### config.mk
export PLATFORM = sky130hd
export DESIGN_NAME = cntshift_frame_flat
export DESIGN_NICKNAME = d
export VERILOG_FILES = /design/src/rtl/cntshift_frame_pkg.sv /design/src/rtl/cntshift_frame_if.sv /design/src/rtl/cntshift_counter.sv /design/src/rtl/cntshift_frame.sv /design/src/flat_wrapper.sv
export SDC_FILE = /design/constraint.sdc
export NUM_CORES = 1
export LEC_CHECK = 0
export CAP_MARGIN = 25
export CORE_ASPECT_RATIO = 0.75
export CORE_MARGIN = 3
export CORE_UTILIZATION = 23
export DETAILED_ROUTE_END_ITERATION = 7
export GPL_TIMING_DRIVEN = 0
export PLACE_DENSITY_LB_ADDON = 0.05
export RECOVER_POWER = 100
export SYNTH_ARGS = -nofsm -noshare
export SYNTH_HDL_FRONTEND = slang
export SYNTH_SLANG_ARGS = --single-unit
export TNS_END_PERCENT = 20
### constraint.sdc
create_clock -name clk -period 3.9 [get_ports clk]
set_clock_uncertainty 0.05 [all_clocks]
set_input_delay 0.39 -clock clk [delete_from_list [all_inputs] [get_ports clk]]
set_output_delay 0.39 -clock clk [all_outputs]
set_load 0.005 [all_outputs]
### src/rtl/cntshift_frame_pkg.sv
// Shared FSM state type and counter sizing helper for the cntshift_frame receiver.
// The PAR state is only entered when CNTSHIFT_PARITY_EN is defined.
package cntshift_pkg;

  typedef enum logic [1:0] {
    IDLE  = 2'd0,
    SHIFT = 2'd1,
    PAR   = 2'd2
  } state_e;

  // Bits needed to hold every count from 0 to width inclusive.
  function automatic int cnt_w(input int width);
    return $clog2(width + 1);
  endfunction

endpackage

### src/rtl/cntshift_frame_if.sv
// Handshake bundle for cntshift_frame: control strobes and serial data in,
// parallel frame plus status flags out.
interface cntshift_frame_if
  import cntshift_pkg::*;
#(
  parameter int WIDTH = 8
);
  logic             start;
  logic             clr;
  logic             en;
  logic             si;
  logic             ready;
  logic [WIDTH-1:0] po;
  logic             valid;
  logic             busy;
  logic             co;
  logic             overrun;
  logic             parity_err;

  modport master (
    output start, clr, en, si, ready,
    input  po, valid, busy, co, overrun, parity_err
  );

  modport slave (
    input  start, clr, en, si, ready,
    output po, valid, busy, co, overrun, parity_err
  );
endinterface

### src/rtl/cntshift_counter.sv
// Data-bit counter for cntshift_frame: counts accepted strobes and flags the
// strobe that samples the last data bit; it clears itself on that strobe.
module cntshift_counter
  import cntshift_pkg::*;
#(
  parameter int WIDTH = 8,
  parameter int CNT_W = cnt_w(WIDTH)
) (
  input  logic clk,
  input  logic rst_n,
  input  logic clr_i,
  input  logic en_i,
  output logic co_o
);
  logic [CNT_W-1:0] cnt_q, cnt_d;
  logic             tc;

  assign tc   = (cnt_q == CNT_W'(WIDTH - 1));
  assign co_o = en_i & tc;

  always_comb begin
    cnt_d = cnt_q;
    if (clr_i) begin
      cnt_d = '0;
    end else if (en_i) begin
      cnt_d = tc ? '0 : cnt_q + CNT_W'(1);
    end
  end

  always_ff @(posedge clk or negedge rst_n) begin
    if (!rst_n) begin
      cnt_q <= '0;
    end else begin
      cnt_q <= cnt_d;
    end
  end

endmodule

### src/rtl/cntshift_frame.sv
// Serial-to-parallel frame receiver with strobed bit sampling, valid/ready output and sticky overrun.
// Define CNTSHIFT_PARITY_EN to sample an extra even-parity bit after the data bits.
module cntshift_frame
  import cntshift_pkg::*;
#(
  parameter int WIDTH     = 8,
  parameter bit MSB_FIRST = 1'b1
) (
  input logic             clk,
  input logic             rst_n,
  cntshift_frame_if.slave bus
);
  state_e           state_q, state_d;
  logic [WIDTH-1:0] sreg_q, sreg_d, sreg_shifted;
  logic [WIDTH-1:0] commit_data;
  logic [WIDTH-1:0] po_q, po_d;
  logic             valid_q, valid_d;
  logic             ovr_q, ovr_d;
  logic             shift_en, last_bit, commit, accept;

  // clr outranks start, and start outranks the bit strobe.
  assign shift_en = (state_q == SHIFT) && bus.en && !bus.start && !bus.clr;

  assign sreg_shifted = MSB_FIRST ? {sreg_q[WIDTH-2:0], bus.si}
                                  : {bus.si, sreg_q[WIDTH-1:1]};

  cntshift_counter #(
    .WIDTH (WIDTH)
  ) u_cnt (
    .clk   (clk),
    .rst_n (rst_n),
    .clr_i (bus.clr | bus.start),
    .en_i  (shift_en),
    .co_o  (last_bit)
  );

  always_comb begin
    state_d = state_q;
    commit  = 1'b0;
    if (bus.clr) begin
      state_d = IDLE;
    end else if (bus.start) begin
      state_d = SHIFT;
    end else begin
      case (state_q)
        SHIFT: begin
          if (shift_en && last_bit) begin
`ifdef CNTSHIFT_PARITY_EN
            state_d = PAR;
`else
            state_d = IDLE;
            commit  = 1'b1;
`endif
          end
        end
`ifdef CNTSHIFT_PARITY_EN
        PAR: begin
          if (bus.en) begin
            state_d = IDLE;
            commit  = 1'b1;
          end
        end
`endif
        default: ;
      endcase
    end
  end

  always_comb begin
    sreg_d = sreg_q;
    if (bus.clr || bus.start) begin
      sreg_d = '0;
    end else if (shift_en) begin
      sreg_d = sreg_shifted;
    end
  end

`ifdef CNTSHIFT_PARITY_EN
  // Data bits are complete by PAR; the strobe there only carries the parity bit.
  assign commit_data = sreg_q;
`else
  assign commit_data = sreg_shifted;
`endif

  // A commit onto an unconsumed frame is dropped; one that meets a consume replaces it.
  assign accept = commit && !(valid_q && !bus.ready);

  always_comb begin
    po_d    = po_q;
    valid_d = valid_q;
    ovr_d   = ovr_q;
    if (commit) begin
      if (accept) begin
        po_d    = commit_data;
        valid_d = 1'b1;
      end else begin
        ovr_d = 1'b1;
      end
    end else if (valid_q && bus.ready) begin
      valid_d = 1'b0;
    end
    if (bus.clr) begin
      ovr_d = 1'b0;
    end
  end

  always_ff @(posedge clk or negedge rst_n) begin
    if (!rst_n) begin
      state_q <= IDLE;
      sreg_q  <= '0;
      po_q    <= '0;
      valid_q <= 1'b0;
      ovr_q   <= 1'b0;
    end else begin
      state_q <= state_d;
      sreg_q  <= sreg_d;
      po_q    <= po_d;
      valid_q <= valid_d;
      ovr_q   <= ovr_d;
    end
  end

`ifdef CNTSHIFT_PARITY_EN
  logic perr_q, perr_d;

  // Even parity: data plus parity bit must hold an even number of ones.
  assign perr_d = accept ? ^{sreg_q, bus.si} : perr_q;

  always_ff @(posedge clk or negedge rst_n) begin
    if (!rst_n) begin
      perr_q <= 1'b0;
    end else begin
      perr_q <= perr_d;
    end
  end

  assign bus.parity_err = valid_q & perr_q;
`else
  assign bus.parity_err = 1'b0;
`endif

  assign bus.po      = po_q;
  assign bus.valid   = valid_q;
  assign bus.busy    = (state_q != IDLE);
  assign bus.co      = commit;
  assign bus.overrun = ovr_q;

endmodule

### src/flat_wrapper.sv
// flat-port wrapper written by rule: the top's interface ports become plain ports
module cntshift_frame_flat import cntshift_pkg::*;
#(
  parameter int WIDTH     = 8,
  parameter bit MSB_FIRST = 1'b1
)
  (clk, rst_n, bus_start, bus_clr, bus_en, bus_si, bus_ready, bus_po, bus_valid, bus_busy, bus_co, bus_overrun, bus_parity_err);
  cntshift_frame_if #(.WIDTH(WIDTH)) bus_i ();
  input logic clk;
  input logic rst_n;
  input wire logic [$bits(bus_i.start)-1:0] bus_start;
  input wire logic [$bits(bus_i.clr)-1:0] bus_clr;
  input wire logic [$bits(bus_i.en)-1:0] bus_en;
  input wire logic [$bits(bus_i.si)-1:0] bus_si;
  input wire logic [$bits(bus_i.ready)-1:0] bus_ready;
  output wire logic [$bits(bus_i.po)-1:0] bus_po;
  output wire logic [$bits(bus_i.valid)-1:0] bus_valid;
  output wire logic [$bits(bus_i.busy)-1:0] bus_busy;
  output wire logic [$bits(bus_i.co)-1:0] bus_co;
  output wire logic [$bits(bus_i.overrun)-1:0] bus_overrun;
  output wire logic [$bits(bus_i.parity_err)-1:0] bus_parity_err;
  assign bus_i.start = bus_start;
  assign bus_i.clr = bus_clr;
  assign bus_i.en = bus_en;
  assign bus_i.si = bus_si;
  assign bus_i.ready = bus_ready;
  assign bus_po = bus_i.po;
  assign bus_valid = bus_i.valid;
  assign bus_busy = bus_i.busy;
  assign bus_co = bus_i.co;
  assign bus_overrun = bus_i.overrun;
  assign bus_parity_err = bus_i.parity_err;
  cntshift_frame #(.WIDTH(WIDTH), .MSB_FIRST(MSB_FIRST)) u_core (.clk(clk), .rst_n(rst_n), .bus(bus_i));
endmodule
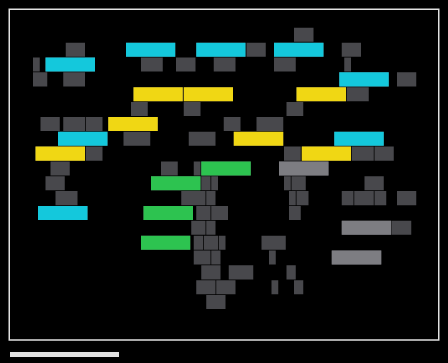
run_1/ff_map.png
Bar = 20 um. Other sequential cells in the stronger gray, the rest of the logic in the fainter gray.
| color | name in the netlist | sequential cells |
|---|---|---|
| cyan | u_core.bus.po | 8 |
| green | u_core.u_cnt.cnt_q | 4 |
| yellow | u_core.sreg_q | 7 |

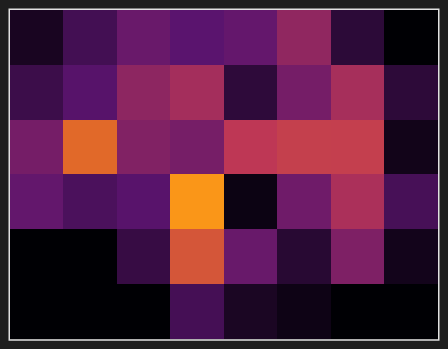
run_1/util_map.png
The die is cut into 8 by 6 equal tiles; black is low, pale yellow is high, 0 to 100% covered.
fullest tile: 77%
mean over tiles: 24%
tiles over 75% full: 2.1%
densest ninth of the die: center
Core Area: 0.00371 mm2
Layout Utilization: 0.319

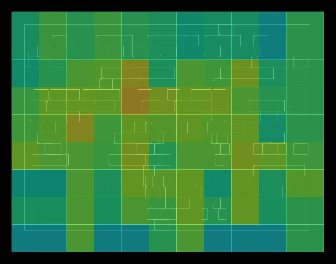
run_1/congestion_map.png
global-route met3 utilization: 0.0361
GR Util met1: 0.117
GR Util met2: 0.130
Avg WL per Cell: 12.4 um
Top Usage Layer GRT: met2

==> flow_summary.yaml, run 1 <==
# implementation run metrics
status:
  status: "completed"
placement:
  dp.cells: 138
  dp.final_hpwl_um: 1340
drt:
  met3WireLength_um: 90
  m1WireLength_um: 921
  drtPass1Iterations: 3
  wl_met2_um: 733
  wl_um: 1760
layout:
  fillerInstances: 407
  flop_area_um2: 551
  comb.multi_input.count: 41
  inverters: 2
setup_path:
  cp.required_ns: 3.99
  cp.arrival_ns: 2.70
  ff2ff_path_depth: 4
  path_class: "in2reg"
cts:
  clk_latency_ns: 0.25
  cts-buffers-inserted: 3
  cts_tree: "done"
  post_cts_resized: 0
run:
  warning_count: 26
  maxCapViolations: 0
pwr:
  p_per_area_mw_per_mm2: 325
synth:
  yosys-top-cells-count: "dfrtp_1, a22o_1, mux2_2"
  netlist_area_um2: 905
  yosys_most_used_dff: "dfrtp_1"
  synthArstFlopShare: 1.00
  avgSynthCellArea_um2: 13.5
worst_hold_path:
  whs_endpoint: "u_core.bus.po[7]"
  hold_start: "u_core.bus.po[7]"
floorplanning:
  num_rows: 19
  die_w_um: 78.4
sta:
  finalHoldViolations: 0
  finalMaxSlewViolations: 0
global_routing:
  antenna_found_initial: 0
==> run 1: stage by stage <==
step | worst slack [ns] | instance area (um2)
floorplan | 2.30 | 905
global placement | 1.55 | 1150
detailed placement | 1.54 | 1160
CTS | 1.54 | 1210
global route | 1.06 | 1180
finish | 1.29 | 1180
==> run 1: power by group <==
group / internal (mW) / total (mW) / switching, mW / leakage, nW
Combinational: 0.00868 / 0.0201 / 0.0114 / 0.247
Clock: 0.0687 / 0.134 / 0.0652 / 0.0216
Sequential: 0.229 / 0.231 / 0.00178 / 0.306
Total: 0.307 / 0.385 / 0.0784 / 0.574
==> run 1: placed cells by master, fill, tap and decap left out, types with 2 or more instances in the layout <==
cell | netlist | routed
dfrtp_1 | 22 | 22
clkdlybuf4s50_1 | 0 | 4
nand2_1 | 3 | 3
a22o_1 | 8 | 8
mux2_2 | 8 | 8
nand3_1 | 2 | 2
dlygate4sd3_1 | 0 | 14
clkbuf_8 | 0 | 3
o21ai_0 | 3 | 3
clkbuf_1 | 1 | 2
inv_1 | 2 | 2
==> run 1: critical path, cell delays in order <==
cell	delay (ns)
dlygate4sd3_1	0.63
and4bb_1	0.25
nor3b_1	1.01
mux2_2	0.42
==> run 1: kinds of logic (layout without fill, tap and decap cells) <==
| family | count (synthesis) | count (layout) | share of synthesized area |
|---|---|---|---|
| AND-OR/OR-AND | 15 | 15 | 0.129 |
| XOR/XNOR | 1 | 1 | 0.00968 |
| adder cells (fa/ha/maj) | 1 | 1 | 0.0138 |
| buffers and inverters | 4 | 26 | 0.0207 |
| flip-flops | 22 | 22 | 0.609 |
| multiplexers | 8 | 8 | 0.0996 |
| other | 1 | 1 | 0.00415 |
| AND/OR/NAND/NOR | 15 | 15 | 0.115 |
==> run 2: changes to the inputs <==
==> constraint.sdc (replaced) <==
create_clock -name clk -period 2.55 [get_ports clk]
set_clock_uncertainty 0.05 [all_clocks]
set_input_delay 0.255 -clock clk [delete_from_list [all_inputs] [get_ports clk]]
set_output_delay 0.255 -clock clk [all_outputs]
set_load 0.005 [all_outputs]
==> run 2 against run 1 <==
First-iteration DRC count decreased by 20%. Sequential share of layout area decreased by 0.20 points. Hold slack got worse by 0.12 ns. Wire length increased by 0.51%. Cell count unchanged. Area after synthesis unchanged. Utilization increased by 0.14 points. Non-clock buffer count unchanged. Synthesized cell count unchanged. Critical path depth unchanged.
==> flow_summary.yaml, run 2 <==
# implementation run metrics
synth:
  avgSynthCellArea_um2: 13.5
  netlist_area_um2: 905
  yosys_most_used_dff: "dfrtp_1"
sta:
  finalMaxSlewViolations: 0
  worst_slack_ns: 0.305
run:
  maxCapViolations: 0
  warning_count: 26
placement:
  dp.final_hpwl_um: 1340
  placed_area_mm2: 0.00116
pwr:
  p_per_area_mw_per_mm2: 496
setup_path:
  crit_slowest_cell: "dlygate4sd3_1"
  crit_chain: "dlygate4sd3_1 > and4bb_1 > and2_0 > dlygate4sd3_1"
  cp.required_ns: 2.25
  critical-path-max-stage-delay_ns: 0.63
  cp.arrival_ns: 1.94
  ff2ff_path_depth: 4
drt:
  drtPass1Iterations: 4
  wl_um: 1760
floorplanning:
  core_region_area_mm2: 0.00371
  die_w_um: 78.4
layout:
  fillerInstances: 406
  lay_top_count: "dfrtp_1"
cts:
  cts_tree: "done"
  cts-buffers-inserted: 3
  clk_latency_ns: 0.25
  post_cts_resized: 0
status:
  status: "completed"
[run 2: worst max-delay path, delay by kind of cell]
kind | cells | cell delay, ns
buffers and inverters | 2 | 1.21
AND/OR/NAND/NOR | 2 | 0.48
[run 2: kinds of logic after synthesis]
logic type	Yosys count	synth area share
DFF	22	0.609
AOI/OAI and AO/OA	15	0.129
and+or+nand+nor	15	0.115
muxes	8	0.0996
buffers and inverters	4	0.0207
adders and majority gates	1	0.0138
other	1	0.00415
xor gates and xnor gates	1	0.00968
[run 2: cell type report]
class / count / area, um2 / area share
Sequential cell: 22 / 551 / 0.463
Multi-Input combinational cell: 41 / 329 / 0.277
Timing Repair Buffer: 19 / 184 / 0.155
Tap cell: 52 / 65.1 / 0.0547
Clock buffer: 3 / 41.3 / 0.0347
Buffer: 2 / 11.3 / 0.00947
Inverter: 2 / 7.51 / 0.00632
[run 2: worst max path at each step]
stage	start	endpoint	slack, ns	cells after the start
2_1_floorplan	u_core.u_cnt.cnt_q[0]	u_core.bus.po[0]	0.95	4
5_1_grt	bus_clr	bus_co	0.22	4
4_1_cts	bus_clr	bus_co	0.46	4
3_3_place_gp	bus_clr	u_core.bus.po[2]	0.38	4
3_5_place_dp	bus_clr	u_core.bus.po[2]	0.38	4
6_report	bus_clr	bus_co	0.30	4
[run 2: routing by layer]
metal,vias up,GRT usage,part of all wire
met5,-,0,0
met4,0,0.0150,0.0051
met3,2,0.0361,0.051
met2,14,0.130,0.41
met1,287,0.117,0.53
li1,291,-,-
[run 2: where the power goes]
| group | internal (mW) | switching (mW) |
|---|---|---|
| Combinational | 0.0133 | 0.0175 |
| Clock | 0.105 | 0.101 |
| Sequential | 0.351 | 0.00274 |
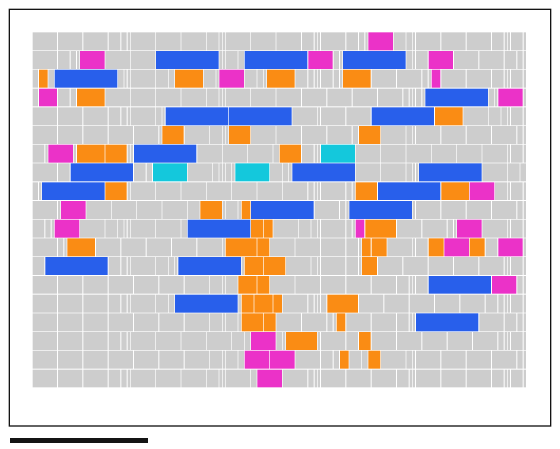
run_2/class_map.png
Bar = 20 um. Fill, decap, tap and diode cells in gray.
| color | class | cells | share of their area |
|---|---|---|---|
| cyan | clock-net drivers | 3 | 3.7% |
| magenta | remaining buffers and delay cells | 21 | 17% |
| orange | remaining logic cells | 43 | 30% |
| blue | sequential cells | 22 | 49% |
Final Cell Area: 0.00119 mm2
row cnt: 19

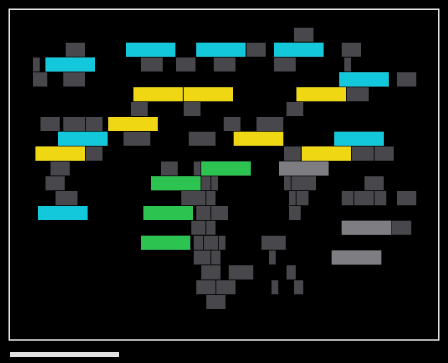
run_2/ff_map.png
Bar = 20 um. Other sequential cells in the stronger gray, the rest of the logic in the fainter gray.
| color | name in the netlist | sequential cells |
|---|---|---|
| cyan | u_core.bus.po | 8 |
| green | u_core.u_cnt.cnt_q | 4 |
| yellow | u_core.sreg_q | 7 |
not colored: 3
Layout Utilization: 0.321
Flop area: 551 um2
Seq group: 0.353 mW
flop share of the area: 0.463

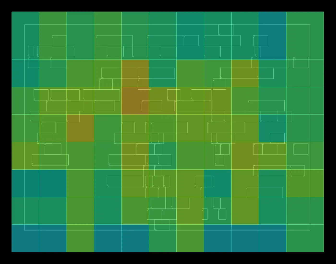
run_2/congestion_map.png
Total Routing Usage GR: 0.0860
Avg WL per Cell: 12.5 um

No activity file was given, so power comes from the tool's default toggle rates.
